### config.mk
export PLATFORM = sky130hd
export DESIGN_NAME = wb_spi_flash_reader_flat
export DESIGN_NICKNAME = d
export VERILOG_FILES = /design/src/rtl/wb_spi_flash_reader_if.sv /design/src/rtl/wb_spi_flash_reader.sv /design/src/flat_wrapper.sv
export SDC_FILE = /design/constraint.sdc
export NUM_CORES = 1
export LEC_CHECK = 0
export CORE_ASPECT_RATIO = 0.9
export CORE_MARGIN = 3
export CORE_UTILIZATION = 46
export CTS_CLUSTER_SIZE = 14
export DETAILED_ROUTE_END_ITERATION = 10
export PLACE_DENSITY_LB_ADDON = 0.05
export SETUP_SLACK_MARGIN = 0.4
export SLEW_MARGIN = 15
export SYNTH_ARGS = -nofsm -noshare
export SYNTH_HDL_FRONTEND = slang
export SYNTH_SLANG_ARGS = --single-unit
### constraint.sdc
create_clock -name clk -period 1.6 [get_ports clk]
set_input_delay 0.32 -clock clk [delete_from_list [all_inputs] [get_ports clk]]
set_output_delay 0.32 -clock clk [all_outputs]
set_load 0.05 [all_outputs]
### src/rtl/wb_spi_flash_reader_if.sv
// Bus bundle for wb_spi_flash_reader: read-command stream in, read-data stream out,
// and the Wishbone master port that drives wb_to_spi_master.
interface wb_spi_flash_reader_if #(
  parameter int unsigned ADDR_BITS = 8,
  parameter int unsigned LEN_BITS  = 16
);
  // Streams transfer on each rising edge with valid && ready; the source holds its
  // payload stable and keeps valid high until accepted. A Wishbone strobe is accepted
  // on an edge with stb && !stall, and the access ends on the edge with ack.
  logic                 cmd_tvalid;
  logic                 cmd_tready;
  logic [23:0]          cmd_addr;
  logic [LEN_BITS-1:0]  cmd_len;

  logic                 m_axis_tvalid;
  logic                 m_axis_tready;
  logic [7:0]           m_axis_tdata;
  logic                 m_axis_tlast;

  logic [ADDR_BITS-1:0] m_wb_addr;
  logic [7:0]           m_wb_dat_m2s;
  logic [7:0]           m_wb_dat_s2m;
  logic                 m_wb_we;
  logic                 m_wb_sel;
  logic                 m_wb_stb;
  logic                 m_wb_cyc;
  logic                 m_wb_ack;
  logic                 m_wb_stall;

  modport master (
    input  cmd_tvalid, cmd_addr, cmd_len,
    output cmd_tready,
    output m_axis_tvalid, m_axis_tdata, m_axis_tlast,
    input  m_axis_tready,
    output m_wb_addr, m_wb_dat_m2s, m_wb_we, m_wb_sel, m_wb_stb, m_wb_cyc,
    input  m_wb_dat_s2m, m_wb_ack, m_wb_stall
  );

  modport slave (
    output cmd_tvalid, cmd_addr, cmd_len,
    input  cmd_tready,
    input  m_axis_tvalid, m_axis_tdata, m_axis_tlast,
    output m_axis_tready,
    input  m_wb_addr, m_wb_dat_m2s, m_wb_we, m_wb_sel, m_wb_stb, m_wb_cyc,
    output m_wb_dat_s2m, m_wb_ack, m_wb_stall
  );
endinterface

### src/rtl/wb_spi_flash_reader.sv
// Turns one read command into a flash 0x03 READ through wb_to_spi_master's register
// interface and streams the returned bytes out; one Wishbone access per FSM state.
module wb_spi_flash_reader #(
  parameter int unsigned          ADDR_BITS   = 8,
  parameter logic [ADDR_BITS-1:0] CFG_ADDR    = 'h01,
  parameter logic [ADDR_BITS-1:0] DATA_ADDR   = 'h02,
  parameter logic [7:0]           READ_OPCODE = 8'h03,
  parameter int unsigned          LEN_BITS    = 16
) (
  input  logic                        clk,
  input  logic                        sresetn,
  wb_spi_flash_reader_if.master       bus,
  output logic                        busy,
  output logic [2:0]                  dbg_state
);

  typedef enum logic [2:0] {
    IDLE   = 3'd0,
    SS_LO  = 3'd1,
    HDR_TX = 3'd2,
    HDR_RX = 3'd3,
    DAT_TX = 3'd4,
    DAT_RX = 3'd5,
    OUT    = 3'd6,
    SS_HI  = 3'd7
  } state_e;

  state_e               state_q, state_d;
  logic                 cyc_q, cyc_d;
  logic                 stb_q, stb_d;
  logic                 we_q, we_d;
  logic [ADDR_BITS-1:0] addr_q, addr_d;
  logic [7:0]           dat_q, dat_d;
  logic                 tvalid_q, tvalid_d;
  logic                 tlast_q, tlast_d;
  logic [7:0]           tdata_q, tdata_d;
  logic                 cmd_tready_q, cmd_tready_d;
  logic [23:0]          fl_addr_q, fl_addr_d;
  logic [LEN_BITS-1:0]  len_q, len_d;
  logic [LEN_BITS-1:0]  cnt_q, cnt_d;
  logic [1:0]           hdr_q, hdr_d;

  logic                 acc_done;
  logic                 need_acc;
  logic                 acc_we;
  logic [ADDR_BITS-1:0] acc_addr;
  logic [7:0]           acc_dat;
  logic [7:0]           hdr_byte;

  always_comb begin
    case (hdr_q)
      2'd0:    hdr_byte = READ_OPCODE;
      2'd1:    hdr_byte = fl_addr_q[23:16];
      2'd2:    hdr_byte = fl_addr_q[15:8];
      default: hdr_byte = fl_addr_q[7:0];
    endcase
  end

  always_comb begin
    state_d      = state_q;
    cyc_d        = cyc_q;
    stb_d        = stb_q;
    we_d         = we_q;
    addr_d       = addr_q;
    dat_d        = dat_q;
    tvalid_d     = tvalid_q;
    tlast_d      = tlast_q;
    tdata_d      = tdata_q;
    cmd_tready_d = cmd_tready_q;
    fl_addr_d    = fl_addr_q;
    len_d        = len_q;
    cnt_d        = cnt_q;
    hdr_d        = hdr_q;
    need_acc     = 1'b0;
    acc_we       = 1'b1;
    acc_addr     = DATA_ADDR;
    acc_dat      = 8'h00;
    acc_done     = cyc_q && bus.m_wb_ack;

    // Strobe drops once accepted; an ack in that same cycle also ends the access.
    if (stb_q && !bus.m_wb_stall) stb_d = 1'b0;
    if (acc_done) begin
      cyc_d = 1'b0;
      stb_d = 1'b0;
    end

    case (state_q)
      IDLE: begin
        if (bus.cmd_tvalid && cmd_tready_q) begin
          fl_addr_d    = bus.cmd_addr;
          len_d        = bus.cmd_len;
          cnt_d        = '0;
          hdr_d        = 2'd0;
          cmd_tready_d = 1'b0;
          state_d      = SS_LO;
        end
      end
      SS_LO: begin
        need_acc = 1'b1;
        acc_addr = CFG_ADDR;
        if (acc_done) state_d = HDR_TX;
      end
      HDR_TX: begin
        need_acc = 1'b1;
        acc_dat  = hdr_byte;
        if (acc_done) state_d = HDR_RX;
      end
      HDR_RX: begin
        need_acc = 1'b1;
        acc_we   = 1'b0;
        if (acc_done) begin
          if (hdr_q == 2'd3) begin
            state_d = DAT_TX;
          end else begin
            hdr_d   = hdr_q + 2'd1;
            state_d = HDR_TX;
          end
        end
      end
      DAT_TX: begin
        need_acc = 1'b1;
        if (acc_done) state_d = DAT_RX;
      end
      DAT_RX: begin
        need_acc = 1'b1;
        acc_we   = 1'b0;
        if (acc_done) begin
          tdata_d  = bus.m_wb_dat_s2m;
          tvalid_d = 1'b1;
          tlast_d  = (cnt_q == len_q);
          state_d  = OUT;
        end
      end
      OUT: begin
        // No Wishbone traffic here, so a stalled consumer simply pauses the SPI clock.
        if (bus.m_axis_tready) begin
          tvalid_d = 1'b0;
          tlast_d  = 1'b0;
          if (tlast_q) begin
            state_d = SS_HI;
          end else begin
            cnt_d   = cnt_q + 1'b1;
            state_d = DAT_TX;
          end
        end
      end
      SS_HI: begin
        need_acc = 1'b1;
        acc_addr = CFG_ADDR;
        acc_dat  = 8'h01;
        if (acc_done) begin
          cmd_tready_d = 1'b1;
          state_d      = IDLE;
        end
      end
      default: state_d = IDLE;
    endcase

    // A state's access is issued when the bus is idle, leaving one cyc-low cycle after each ack.
    if (need_acc && !cyc_q) begin
      cyc_d  = 1'b1;
      stb_d  = 1'b1;
      we_d   = acc_we;
      addr_d = acc_addr;
      dat_d  = acc_dat;
    end
  end

  always_ff @(posedge clk or negedge sresetn) begin
    if (!sresetn) begin
      state_q      <= IDLE;
      cyc_q        <= 1'b0;
      stb_q        <= 1'b0;
      we_q         <= 1'b0;
      addr_q       <= '0;
      dat_q        <= 8'h00;
      tvalid_q     <= 1'b0;
      tlast_q      <= 1'b0;
      tdata_q      <= 8'h00;
      cmd_tready_q <= 1'b1;
      fl_addr_q    <= 24'h000000;
      len_q        <= '0;
      cnt_q        <= '0;
      hdr_q        <= 2'd0;
    end else begin
      state_q      <= state_d;
      cyc_q        <= cyc_d;
      stb_q        <= stb_d;
      we_q         <= we_d;
      addr_q       <= addr_d;
      dat_q        <= dat_d;
      tvalid_q     <= tvalid_d;
      tlast_q      <= tlast_d;
      tdata_q      <= tdata_d;
      cmd_tready_q <= cmd_tready_d;
      fl_addr_q    <= fl_addr_d;
      len_q        <= len_d;
      cnt_q        <= cnt_d;
      hdr_q        <= hdr_d;
    end
  end

  assign bus.cmd_tready    = cmd_tready_q;
  assign bus.m_axis_tvalid = tvalid_q;
  assign bus.m_axis_tdata  = tdata_q;
  assign bus.m_axis_tlast  = tlast_q;
  assign bus.m_wb_addr     = addr_q;
  assign bus.m_wb_dat_m2s  = dat_q;
  assign bus.m_wb_we       = we_q;
  assign bus.m_wb_sel      = 1'b1;
  assign bus.m_wb_stb      = stb_q;
  assign bus.m_wb_cyc      = cyc_q;
  assign busy              = (state_q != IDLE);
  assign dbg_state         = state_q;

endmodule

### src/flat_wrapper.sv
// flat-port wrapper written by rule: the top's interface ports become plain ports
module wb_spi_flash_reader_flat 
#(
  parameter int unsigned          ADDR_BITS   = 8,
  parameter logic [ADDR_BITS-1:0] CFG_ADDR    = 'h01,
  parameter logic [ADDR_BITS-1:0] DATA_ADDR   = 'h02,
  parameter logic [7:0]           READ_OPCODE = 8'h03,
  parameter int unsigned          LEN_BITS    = 16
)
  (clk, sresetn, busy, dbg_state, bus_cmd_tvalid, bus_cmd_addr, bus_cmd_len, bus_cmd_tready, bus_m_axis_tvalid, bus_m_axis_tdata, bus_m_axis_tlast, bus_m_axis_tready, bus_m_wb_addr, bus_m_wb_dat_m2s, bus_m_wb_we, bus_m_wb_sel, bus_m_wb_stb, bus_m_wb_cyc, bus_m_wb_dat_s2m, bus_m_wb_ack, bus_m_wb_stall);
  wb_spi_flash_reader_if #(.ADDR_BITS(ADDR_BITS), .LEN_BITS(LEN_BITS)) bus_i ();
  input  logic clk;
  input  logic sresetn;
  output logic busy;
  output logic [2:0] dbg_state;
  input wire logic [$bits(bus_i.cmd_tvalid)-1:0] bus_cmd_tvalid;
  input wire logic [$bits(bus_i.cmd_addr)-1:0] bus_cmd_addr;
  input wire logic [$bits(bus_i.cmd_len)-1:0] bus_cmd_len;
  output wire logic [$bits(bus_i.cmd_tready)-1:0] bus_cmd_tready;
  output wire logic [$bits(bus_i.m_axis_tvalid)-1:0] bus_m_axis_tvalid;
  output wire logic [$bits(bus_i.m_axis_tdata)-1:0] bus_m_axis_tdata;
  output wire logic [$bits(bus_i.m_axis_tlast)-1:0] bus_m_axis_tlast;
  input wire logic [$bits(bus_i.m_axis_tready)-1:0] bus_m_axis_tready;
  output wire logic [$bits(bus_i.m_wb_addr)-1:0] bus_m_wb_addr;
  output wire logic [$bits(bus_i.m_wb_dat_m2s)-1:0] bus_m_wb_dat_m2s;
  output wire logic [$bits(bus_i.m_wb_we)-1:0] bus_m_wb_we;
  output wire logic [$bits(bus_i.m_wb_sel)-1:0] bus_m_wb_sel;
  output wire logic [$bits(bus_i.m_wb_stb)-1:0] bus_m_wb_stb;
  output wire logic [$bits(bus_i.m_wb_cyc)-1:0] bus_m_wb_cyc;
  input wire logic [$bits(bus_i.m_wb_dat_s2m)-1:0] bus_m_wb_dat_s2m;
  input wire logic [$bits(bus_i.m_wb_ack)-1:0] bus_m_wb_ack;
  input wire logic [$bits(bus_i.m_wb_stall)-1:0] bus_m_wb_stall;
  assign bus_i.cmd_tvalid = bus_cmd_tvalid;
  assign bus_i.cmd_addr = bus_cmd_addr;
  assign bus_i.cmd_len = bus_cmd_len;
  assign bus_cmd_tready = bus_i.cmd_tready;
  assign bus_m_axis_tvalid = bus_i.m_axis_tvalid;
  assign bus_m_axis_tdata = bus_i.m_axis_tdata;
  assign bus_m_axis_tlast = bus_i.m_axis_tlast;
  assign bus_i.m_axis_tready = bus_m_axis_tready;
  assign bus_m_wb_addr = bus_i.m_wb_addr;
  assign bus_m_wb_dat_m2s = bus_i.m_wb_dat_m2s;
  assign bus_m_wb_we = bus_i.m_wb_we;
  assign bus_m_wb_sel = bus_i.m_wb_sel;
  assign bus_m_wb_stb = bus_i.m_wb_stb;
  assign bus_m_wb_cyc = bus_i.m_wb_cyc;
  assign bus_i.m_wb_dat_s2m = bus_m_wb_dat_s2m;
  assign bus_i.m_wb_ack = bus_m_wb_ack;
  assign bus_i.m_wb_stall = bus_m_wb_stall;
  wb_spi_flash_reader #(.ADDR_BITS(ADDR_BITS), .CFG_ADDR(CFG_ADDR), .DATA_ADDR(DATA_ADDR), .READ_OPCODE(READ_OPCODE), .LEN_BITS(LEN_BITS)) u_core (.clk(clk), .sresetn(sresetn), .bus(bus_i), .busy(busy), .dbg_state(dbg_state));
endmodule
==> impl_metrics.py, run 1 <==
# Physical implementation metrics
metrics = {
    "die": {
        "row_count": 32,
        "initCoreUtil_pct": 47.66,
        "die_h_um": 95.60,
        "die_x_um": 105.6,
        "ios": 89,
        "die_area_sq_um": 10090,
        "coreArea_sq_um": 8608,
    },
    "finish": {
        "num-fill-cells": 525,
        "post-route-util_pct": 78.97,
        "antenna_cells": 0,
        "synthToLayoutAreaGrowth_pct": 65.69,
        "drive_gt1_share_pct": 42.81,
        "combGateArea_sq_um": 2292,
        "flop_area_sq_um": 2141,
        "final_nets": 660,
    },
    "drt": {
        "routed-wl-met3_um": 690,
        "vias_per_cell": 5.341,
        "met2_wirelength_um": 6371,
        "drt_pre_antenna_iters": 5,
        "num_vias": 3867,
        "drtAntennaViolNets": 0,
        "wl_um": 12870,
        "drt_iter0_markers": 220,
        "highest_layer": "met4",
    },
    "worst_hold_path": {
        "min_path_type": "input port to asynchronous set/reset pin",
    },
    "logic_synthesis": {
        "ff_type": "dfrtp_1",
        "netlist.area_leader.share_pct": 51.24,
        "syn_area_per_cell_sq_um": 9.199,
        "ys_types": 48,
        "ys_chip_area_sq_um": 4103,
        "yosys.area.top_type": "dfrtp_1",
        "ys_ff": 85,
        "synth_cells": 446,
        "edf_count": 0,
        "netlist_top_cells_area": "dfrtp_1 (51%), nand2_1 (14%), xor2_1 (4.5%)",
        "syn-cell-area_sq_um": 4103,
        "ys.warnings.count": 0,
    },
    "critical_path": {
        "cp-startpoint": "u_core.dbg_state[0]$_DFFE_PN0P_",
        "crit_cells": 9,
        "critPathKind": "flip-flop to flip-flop",
        "worstPathCellList": "nor3_4 -> inv_4 -> buf_6 -> buf_6 -> nor2_4 -> buf_6 -> buf_12 -> buf_16 -> a21oi_1",
        "cp_top_family": "buffers and inverters",
        "crit_end": "u_core.cnt_q[15]$_DFFE_PN0P_",
        "cp.required_ns": 1.83,
        "r2r_end": "u_core.cnt_q[15]$_DFFE_PN0P_",
        "reg2reg_from": "u_core.dbg_state[0]$_DFFE_PN0P_",
        "r2r_slack_ns": -0.16,
        "ff2ff_path_depth": 9,
        "crit_fanout": 7,
        "path_buffers": 6,
        "crit_top_cell": "buf_6",
        "cp.arrival_ns": 1.99,
        "end_kind": "flip-flop",
        "crit_path_top_delay_cell": "dfrtp_2",
    },
    "grt": {
        "grt_pass1_vias": 3820,
        "grt_max_degree": 42,
        "antenna_found_initial": 0,
        "grt.total_usage_pct": 23.66,
        "grt-ovfl-total": 0,
        "grt_pass1_wl_um": 18820,
    },
    "place": {
        "dpl.hpwl_um": 7187,
        "place_ws_ns": -0.2705,
        "gp_congestion": 0.9243,
        "portBuffers": 81,
    },
    "clocking": {
        "cts_tree": "yes",
        "cts_made_buffers": 9,
        "cts-root-buf": "clkbuf_8",
        "clock_tree.htree_level_count": 3,
        "clkTransAtPathRegs_ns": 0.09,
        "cts_sinks": 85,
        "clk_path_buf_depth": 2,
    },
    "timing": {
        "fin_ws_ns": -0.1584,
        "fin_skew_ns": 0.007124,
        "fin_crit_ns": 1.758,
        "clock.fmax_mhz": 568.7,
        "setup_viol": 67,
        "grt_setup_unrepaired": "yes",
        "final-hold-violation-count": 0,
    },
    "flow_run": {
        "max_cap_viol_count": 0,
        "tool_warnings": 33,
    },
    "run_status": {
        "status": "finished, violations left",
        "violations": "setup timing",
    },
    "power_and_ir_drop": {
        "p_per_area_nw_per_um2": 1206,
        "vdd_drop_max_mv": 0.8140,
        "p_leak_nw": 3.323,
    },
}
[run 1: cells in the final DEF, fill, tap and decap left out, types with 11 or more instances in the layout]
cell,n
clkbuf_8,11
nand2_2,40
clkdlybuf4s50_1,52
nand2_4,16
buf_12,19
buf_4,48
dfrtp_1,77
o21ai_1,16
buf_6,40
xor2_1,19
nand2_1,92
[run 1: registers in the layout (all words and copies together), names as in the netlist]
name,cells
u_core.cnt_q,16
u_core.bus.cmd_tready,1
u_core.bus.m_axis_tvalid,1
u_core.bus.m_wb_dat_m2s,8
u_core.bus.m_wb_we,1
u_core.bus.m_wb_addr,2
u_core.bus.m_wb_stb,1
u_core.hdr_q,2
u_core.dbg_state,3
u_core.bus.m_wb_cyc,1
u_core.fl_addr_q,24
u_core.bus.m_axis_tlast,1
u_core.len_q,16
u_core.bus.m_axis_tdata,8
[run 1: power by group]
group / switching [mW] / internal, mW / leakage (nW) / total (mW)
clock network: 0.791 / 0.646 / 0.0836 / 1.44
registers: 0.321 / 2.46 / 1.15 / 2.78
logic: 2.09 / 1.89 / 2.09 / 3.98
total: 3.20 / 4.99 / 3.32 / 8.20
[run 1: worst reg2reg max path: cells and delay by family (launching register included)]
| family | cells | cell delay, ns |
|---|---|---|
| compound gates | 1 | 0.06 |
| flops | 1 | 0.47 |
| simple gates | 2 | 0.39 |
| buf+inv | 6 | 0.73 |
[run 1: area by class of cell]
cell class,instances,share of cell area [%]
inverter,10,0.6626
tap,119,2.190
sequential,85,31.49
timing repair buffer,171,29.19
clock buffer,11,2.227
multi-input combinational,323,33.72
clock inverter,5,0.5154
[run 1: repair_timing]
action | CTS | global route
setup buffers | 30 | 9
setup endpoints to repair | 112 | 113
pin swaps | 22 | 44
hold endpoints to repair | 29 | 0
gates resized | 122 | 65
gates cloned | 7 | 2
hold buffers | 1 | 0
[run 1: metrics by stage]
stage | instances | TNS, ns | hold WS, ns | power (mW) | area, sq um
after floorplan | 451 | -10.73 | 0.02441 | 4.575 | 4238
after global placement | 659 | -3.926 | 0.2949 | 5.653 | 5400
after detailed placement | 659 | -4.328 | 0.2934 | 5.709 | 5400
after CTS | 713 | -1.362 | 0.4578 | 7.780 | 6432
after global routing | 724 | -8.818 | 0.4858 | 8.540 | 6798
final | 724 | -5.736 | 0.4447 | 8.195 | 6798
[run 1: cells in the mapped netlist, types with 4 or more instances]
cell type    n
or3_1        4
a21oi_1     16
xor2_1      21
nor4_1       4
a221o_1      6
or4_1        5
o21ai_0     27
inv_1        9
dfrtp_1     84
clkbuf_1    17
nand4_1      8
o31ai_1      5
nand3_1      7
nor2_1       9
nand2_1    148
buf_2        6
ha_1         6
mux2_2       9
buf_4        9
[run 1: layer usage]
metal  global-route usage (%)  up-vias
li1                         -     1802
met1                    32.31     1913
met2                    38.38      129
met3                    4.469       23
met4                    7.983        0
met5                        0        -
[run 1: logic make-up (layout without fill, tap and decap cells)]
family	count (synthesis)	after routing	share of synthesized area (%)
mux	11	11	2.958
xor+xnor	21	21	4.483
flops	85	85	51.88
fa+ha+maj	6	6	1.830
buf+inv	43	197	5.123
simple gates	206	206	22.32
compound gates	72	72	11.22
other cells	2	7	0.1831
**Run 1: where the registers sit**

Other sequential cells in the stronger grey, the rest of the logic in the fainter grey.
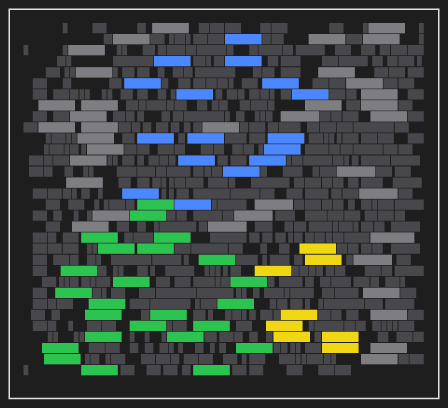
blue -> `u_core.cnt_q`  # sequential cells 16
green -> `u_core.fl_addr_q`  # sequential cells 24
yellow -> `u_core.bus.m_wb_dat_m2s`  # sequential cells 8
not coloured = 37

**Run 1: M2 wires**

Cells faint in the background.
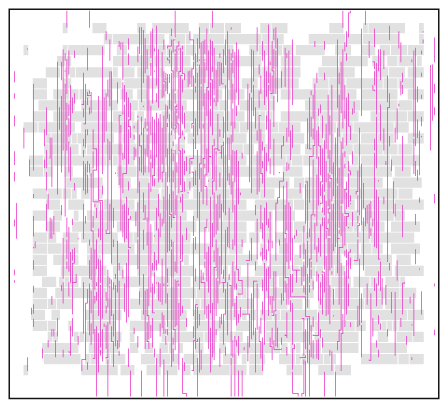
share of all routed wire = 50%
wire length on this layer = 6370 um
main direction = vertical

**Run 1: routing congestion**

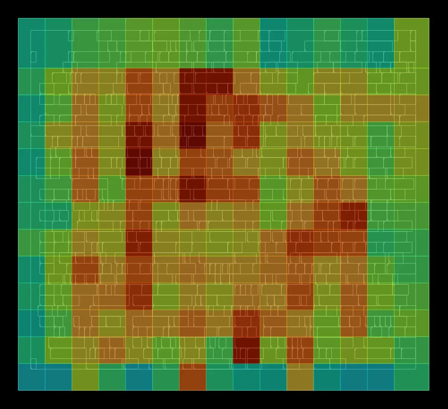
met3 Track Usage GR: 4.469%
drt wl/cell: 17.78 um

## Run 2: what changed since run 1
- CORE_UTILIZATION: 46 -> 47
- CTS_CLUSTER_DIAMETER: unset -> 60
- clock period: 1.6 -> 2.01 ns (I/O delays scaled with it)
==> impl_metrics.py, run 2 <==
# Physical implementation metrics
metrics = {
    "run_status": {
        "status": "finished clean",
    },
    "place": {
        "gp_congestion": 0.8177,
        "dpl.hpwl_um": 6568,
        "placed_cell_area_sq_um": 5016,
        "portBuffers": 81,
        "place_inst": 624,
    },
    "grt": {
        "antenna_found_initial": 0,
        "grt_pass1_vias": 3339,
        "grt_pass1_wl_um": 16160,
        "grt.total_usage_pct": 20.41,
        "grt-ovfl-total": 0,
    },
    "timing": {
        "setup_viol": 0,
        "final-hold-violation-count": 0,
        "grt_setup_unrepaired": "yes",
        "fin_crit_ns": 1.704,
        "setup_tns_ns": 0,
        "fin_skew_ns": 0.01171,
    },
    "die": {
        "die_x_um": 104.5,
        "die_area_sq_um": 9888,
        "initCoreUtil_pct": 49.66,
        "row_count": 31,
        "ios": 89,
        "die_h_um": 94.64,
    },
    "finish": {
        "lay_top_count": "nand2_1",
        "final_nets": 598,
        "most-common-layout-cells": "nand2_1 (146), dfrtp_1 (72), clkdlybuf4s50_1 (52), o21ai_0 (25), buf_4 (22)",
        "antenna_cells": 0,
        "final_area_sq_um": 5627,
        "top_register": "u_core.fl_addr_q",
        "combGateArea_sq_um": 1897,
        "flop_area_sq_um": 2143,
        "reg_top3": "u_core.fl_addr_q x24, u_core.cnt_q x16, u_core.len_q x16",
        "synthToLayoutAreaGrowth_pct": 37.15,
        "fin_cells": 658,
        "largest_reg_flops": 24,
        "num-fill-cells": 696,
    },
    "power_and_ir_drop": {
        "intPower_mw": 3.731,
        "clockPowerShare_pct": 27.1,
        "p_leak_nw": 2.703,
        "vdd_drop_max_mv": 0.5486,
        "p_per_area_nw_per_um2": 1042,
        "swShare_pct": 36.37,
        "pwr-share-comb_pct": 35.8,
        "switching_power_mw": 2.133,
    },
    "drt": {
        "drt_iter0_markers": 164,
        "wl_per_cell_um": 15.72,
        "num_vias": 3459,
        "vias_per_cell": 5.257,
        "drtAntennaViolNets": 0,
        "wl_um": 10340,
        "drt_pre_antenna_iters": 5,
    },
    "critical_path": {
        "r2r_end": "u_core.cnt_q[11]$_DFFE_PN0P_",
        "end_kind": "output port",
        "r2r_slack_ns": 0.32,
        "critPathKind": "flip-flop to output port",
        "crit_fanout": 6,
        "crit_path_top_delay_cell": "dfrtp_2",
        "worstPathCellList": "nor3_4 -> inv_4 -> buf_8",
        "cp.required_ns": 1.61,
        "ff2ff_path_depth": 5,
    },
    "logic_synthesis": {
        "netlist.area_leader.share_pct": 51.24,
        "edf_count": 0,
        "ys_ff": 85,
        "netlist_top_cells_area": "dfrtp_1 (51%), nand2_1 (14%), xor2_1 (4.5%)",
        "top_cells_by_count": "nand2_1 (148), dfrtp_1 (84), o21ai_0 (27)",
        "synth_cells": 446,
        "top_cell": "nand2_1",
        "ff_type": "dfrtp_1",
        "yosys.area.top_type": "dfrtp_1",
    },
    "flow_run": {
        "tool_warnings": 33,
        "max_cap_viol_count": 0,
    },
    "clocking": {
        "cts_sinks": 85,
        "cts-root-buf": "clkbuf_8",
        "clk_path_buf_depth": 2,
        "clkTransAtPathRegs_ns": 0.09,
        "cts_tree": "yes",
        "cts_made_buffers": 9,
    },
    "worst_hold_path": {
        "min_path_type": "flip-flop to flip-flop",
    },
}
==> run 2: cell counts after synthesis <==
No cell type changed its count.
==> run 2: how the worst max path moves through the flow <==
stage	slack, ns	start	endpoint	cells past startpoint
6_report	0.31	u_core.dbg_state[2]$_DFFE_PN0P_	busy	3
2_1_floorplan	0.16	u_core.dbg_state[0]$_DFFE_PN0P_	u_core.cnt_q[7]$_DFFE_PN0P_	6
3_3_place_gp	0.05	bus_m_wb_ack	u_core.bus.m_axis_tdata[4]$_DFFE_PN0P_	4
5_1_grt	0.26	u_core.dbg_state[2]$_DFFE_PN0P_	busy	3
4_1_cts	0.32	u_core.dbg_state[0]$_DFFE_PN0P_	busy	3
3_5_place_dp	-0.03	bus_cmd_tvalid	u_core.cnt_q[7]$_DFFE_PN0P_	5
==> run 2: stage by stage <==
stage | power [mW] | setup WS (ns) | hold slack (ns) | util (%)
3_5_place_dp | 4.200 | -0.03451 | 0.3313 | 60.71
4_1_cts | 5.803 | 0.3213 | 0.4773 | 65.30
5_1_grt | 6.167 | 0.2603 | 0.5058 | 68.11
6_report | 5.863 | 0.3055 | 0.4735 | 68.11
3_3_place_gp | 4.157 | 0.04503 | 0.3287 | 60.71
2_1_floorplan | 3.567 | 0.1553 | 0.1064 | -
==> run 2: routing by layer <==
metal	global-route usage [%]	wire length (um)	share of wire [%]
met5	0	0	0
met4	3.987	76	0.73
met3	5.605	630	6.1
met2	32.69	4839	47
met1	28.21	4794	46
==> run 2: kinds of logic (layout without fill, tap and decap cells) <==
family	after synthesis	count (layout)	synth area share, %
xor+xnor	21	21	4.483
compound gates	72	72	11.22
flops	85	85	51.88
other cells	2	7	0.1831
mux	11	11	2.958
buf+inv	43	135	5.123
simple gates	206	206	22.32
fa+ha+maj	6	6	1.830
==> run 2: power by group through the flow <==
stage / Sequential (mW) / Combinational [mW] / Clock, mW
5_1_grt: 2.21 / 2.27 / 1.69
3_3_place_gp: 2.20 / 1.96 / 0
4_1_cts: 2.18 / 2.01 / 1.61
2_1_floorplan: 2.67 / 0.895 / 0
6_report: 2.18 / 2.10 / 1.59
3_5_place_dp: 2.21 / 1.99 / 0
==> run 2: timing repair <==
| item | in CTS | in global routing |
|---|---|---|
| cloned | 0 | 4 |
| resized | 80 | 28 |
| endpoints found under the hold margin | 23 | 0 |
| pin swaps | 7 | 8 |
| hold buffers | 1 | 0 |
| endpoints found under the setup margin | 50 | 32 |
| buffers inserted | 6 | 7 |
==> run 2: cell type report <==
class                      instances  share of cell area, %
multi-input combinational        323                  33.71
clock buffer                      12                  2.579
timing repair buffer             109                  20.21
inverter                          10                 0.7116
sequential                        85                  38.09
clock inverter                     4                  2.135
tap                              115                  2.557
==> run 2: critical path, delay by kind of cell (launching register included) <==
| kind | cells | cell delay [ns] |
|---|---|---|
| buffers and inverters | 2 | 0.22 |
| AND/OR/NAND/NOR | 1 | 0.25 |
| flip-flops | 1 | 0.47 |
**Run 2: port wiring**

Bar = 20 um.
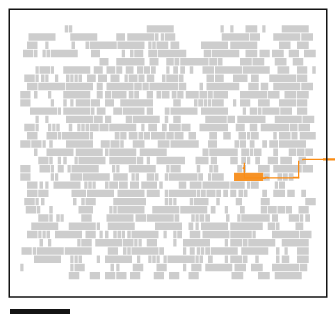
orange -> `bus_cmd_tready`  # direction output, edge right, end cells 1, buffers 1, wire 40.7 um

**Run 2: M2 wires**

Cells faint in the background.
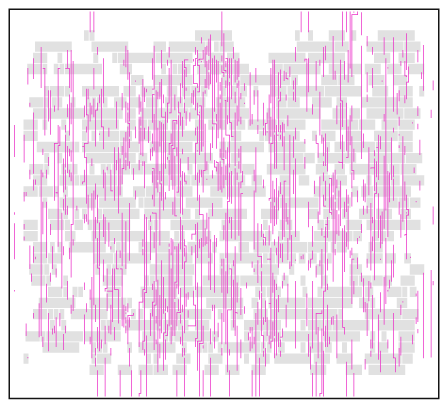
share of all routed wire = 47%
nets with wire on the layer = 483
wire length on this layer = 4840 um

## Run 3: what changed since run 2
- CORE_UTILIZATION: 47 -> 46
- clock period: 2.01 -> 1.44 ns (I/O delays scaled with it)
==> impl_metrics.py, run 3 <==
# Physical implementation metrics
metrics = {
    "logic_synthesis": {
        "netlist_top_cells_area": "dfrtp_1 (51%), nand2_1 (14%), xor2_1 (4.5%)",
        "top_cells_by_count": "nand2_1 (148), dfrtp_1 (84), o21ai_0 (27)",
        "ys_ff": 85,
        "edf_count": 0,
        "synth_cells": 446,
        "top_cell": "nand2_1",
        "netlist.area_leader.share_pct": 51.24,
    },
    "finish": {
        "reg_top3": "u_core.fl_addr_q x24, u_core.cnt_q x16, u_core.len_q x16",
        "lay_top_count": "nand2_1",
        "final_area_sq_um": 7426,
        "antenna_cells": 0,
        "largest_reg_flops": 24,
        "top_register": "u_core.fl_addr_q",
        "fin_cells": 765,
        "synthToLayoutAreaGrowth_pct": 81.00,
        "most-common-layout-cells": "nand2_1 (100), dfrtp_1 (76), buf_4 (71), clkdlybuf4s50_1 (52), buf_12 (37)",
        "num-fill-cells": 400,
    },
    "die": {
        "die_h_um": 95.60,
        "initCoreUtil_pct": 47.66,
        "die_area_sq_um": 10090,
        "ios": 89,
    },
    "critical_path": {
        "crit_fanout": 10,
        "end_kind": "flip-flop",
        "r2r_slack_ns": -0.34,
        "r2r_end": "u_core.fl_addr_q[0]$_DFFE_PN0P_",
        "ff2ff_path_depth": 8,
        "cp.required_ns": 1.68,
    },
    "place": {
        "dpl.hpwl_um": 7408,
        "portBuffers": 81,
        "placed_cell_area_sq_um": 5756,
        "gp_congestion": 0.8424,
        "place_ws_ns": -0.4113,
        "place_inst": 678,
    },
    "run_status": {
        "violations": "setup timing",
        "status": "finished, violations left",
    },
    "power_and_ir_drop": {
        "vdd_drop_max_mv": 1.006,
        "totalPowerFinal_mw": 10.69,
        "p_per_area_nw_per_um2": 1440,
        "p_leak_nw": 3.632,
    },
    "timing": {
        "grt_setup_unrepaired": "yes",
        "fin_ws_ns": -0.3410,
        "fin_crit_ns": 1.781,
        "hold_ws_ns": 0.4143,
        "fin_skew_ns": 0.01619,
        "setup_viol": 87,
    },
    "drt": {
        "drtAntennaViolNets": 0,
        "vias_per_cell": 5.786,
        "wl_um": 16980,
        "drt_iter0_markers": 365,
        "num_vias": 4426,
        "drt_pre_antenna_iters": 5,
    },
    "flow_run": {
        "tool_warnings": 33,
        "max_cap_viol_count": 0,
    },
    "clocking": {
        "cts_sinks": 85,
        "cts-root-buf": "clkbuf_8",
        "clkTransAtPathRegs_ns": 0.09,
        "cts_made_buffers": 9,
        "clk_path_buf_depth": 2,
    },
    "grt": {
        "antenna_found_initial": 0,
        "grt_pass1_wl_um": 19990,
        "grt_pass1_vias": 3971,
    },
    "worst_hold_path": {
        "min_path_type": "input port to asynchronous set/reset pin",
    },
}
-- run 3: cell counts after synthesis --
Identical to the previous run, type by type.
-- run 3: worst max-delay path: stages (launching register included) --
cell,delay [ns]
dfrtp_2,0.46
nor3_4,0.26
buf_4,0.15
buf_6,0.08
buf_6,0.10
nand3_4,0.19
buf_6,0.23
nand2_1,0.08
nand2_1,0.09
-- run 3: layer usage --
layer / vias up / wire, um / share of wire, %
met1: 2166 / 6622 / 39
met3: 76 / 1208 / 7.1
met4: 0 / 679 / 4.0
li1: 1885 / - / -
met2: 299 / 8474 / 50
met5: - / 0 / 0
-- run 3: cell type report --
type / instances / area [sq um] / area share (%)
timing repair buffer: 212 / 2599 / 35.00
multi-input combinational: 323 / 2265 / 30.50
sequential: 85 / 2142 / 28.85
clock buffer: 13 / 158.9 / 2.140
tap: 119 / 148.9 / 2.005
clock inverter: 3 / 67.56 / 0.9099
inverter: 10 / 45.04 / 0.6066
-- run 3: logic make-up (layout without fill, tap and decap cells) --
family          after synthesis  count (layout)  share of synthesized area [%]
compound gates               72              72                          11.22
xor+xnor                     21              21                          4.483
fa+ha+maj                     6               6                          1.830
buf+inv                      43             238                          5.123
flops                        85              85                          51.88
mux                          11              11                          2.958
other cells                   2               7                         0.1831
simple gates                206             206                          22.32
-- run 3: how the worst max path moves through the flow --
| stage | slack (ns) | endpoint | from | cells after the start |
|---|---|---|---|---|
| global route | -0.37 | u_core.fl_addr_q[0]$_DFFE_PN0P_ | u_core.dbg_state[0]$_DFFE_PN0P_ | 8 |
| global placement | -0.36 | u_core.cnt_q[8]$_DFFE_PN0P_ | bus_cmd_tvalid | 5 |
| CTS | -0.21 | busy | u_core.dbg_state[1]$_DFFE_PN0P_ | 4 |
| detailed placement | -0.41 | u_core.cnt_q[11]$_DFFE_PN0P_ | bus_cmd_tvalid | 5 |
| floorplan | -0.41 | u_core.cnt_q[11]$_DFFE_PN0P_ | u_core.dbg_state[0]$_DFFE_PN0P_ | 6 |
| finish | -0.34 | u_core.fl_addr_q[0]$_DFFE_PN0P_ | u_core.dbg_state[0]$_DFFE_PN0P_ | 8 |
-- run 3: where the power goes --
part | internal (mW) | switching [mW] | leakage, nW | total, mW
Combinational | 2.79 | 2.74 | 2.37 | 5.53
Clock | 1.08 | 0.925 | 0.110 | 2.00
Sequential | 2.74 | 0.425 | 1.15 | 3.16
Total | 6.60 | 4.09 | 3.63 | 10.7
-- run 3: metrics by stage --
step / utilization (%) / setup TNS, ns
finish: 86.26 / -19.37
global route: 86.26 / -22.55
CTS: 77.41 / -10.40
detailed placement: 66.86 / -19.83
global placement: 66.86 / -18.57
floorplan: - / -20.92
-- run 3: repair_timing --
item                                   4_1_cts  5_1_grt
gates resized                               76      101
setup buffers                               32       21
hold buffers                                 1        0
gates cloned                                 5       12
setup endpoints to repair                  113      121
endpoints found under the hold margin       27        0
pin swaps                                   20       42
**Run 3: M1 wires**

Supply wires on this layer in grey. Cells faint in the background.
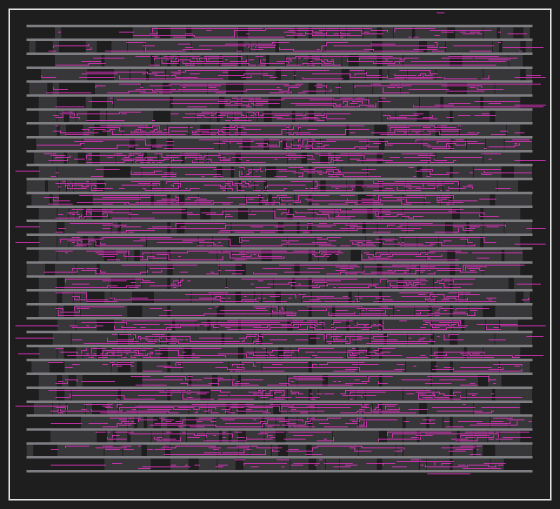
nets with wire on the layer = 630
longest straight run = 29.4 um
wire length on this layer = 6620 um
main direction = horizontal
share of all routed wire = 39%

**Run 3: routing congestion**

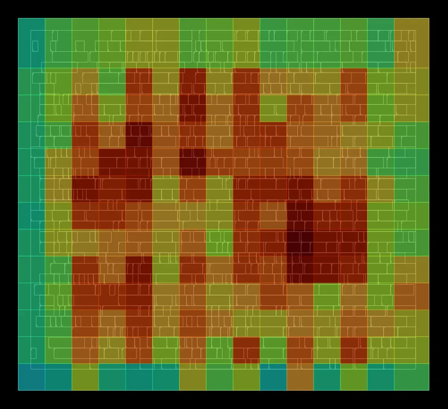
GRT Total Usage: 25.30%
global-route met2 utilization: 42.57%
fin util: 86.26%
drt wl/cell: 22.20 um
most used routing layer in global routing: met2

Power and IR drop assume default switching activity.
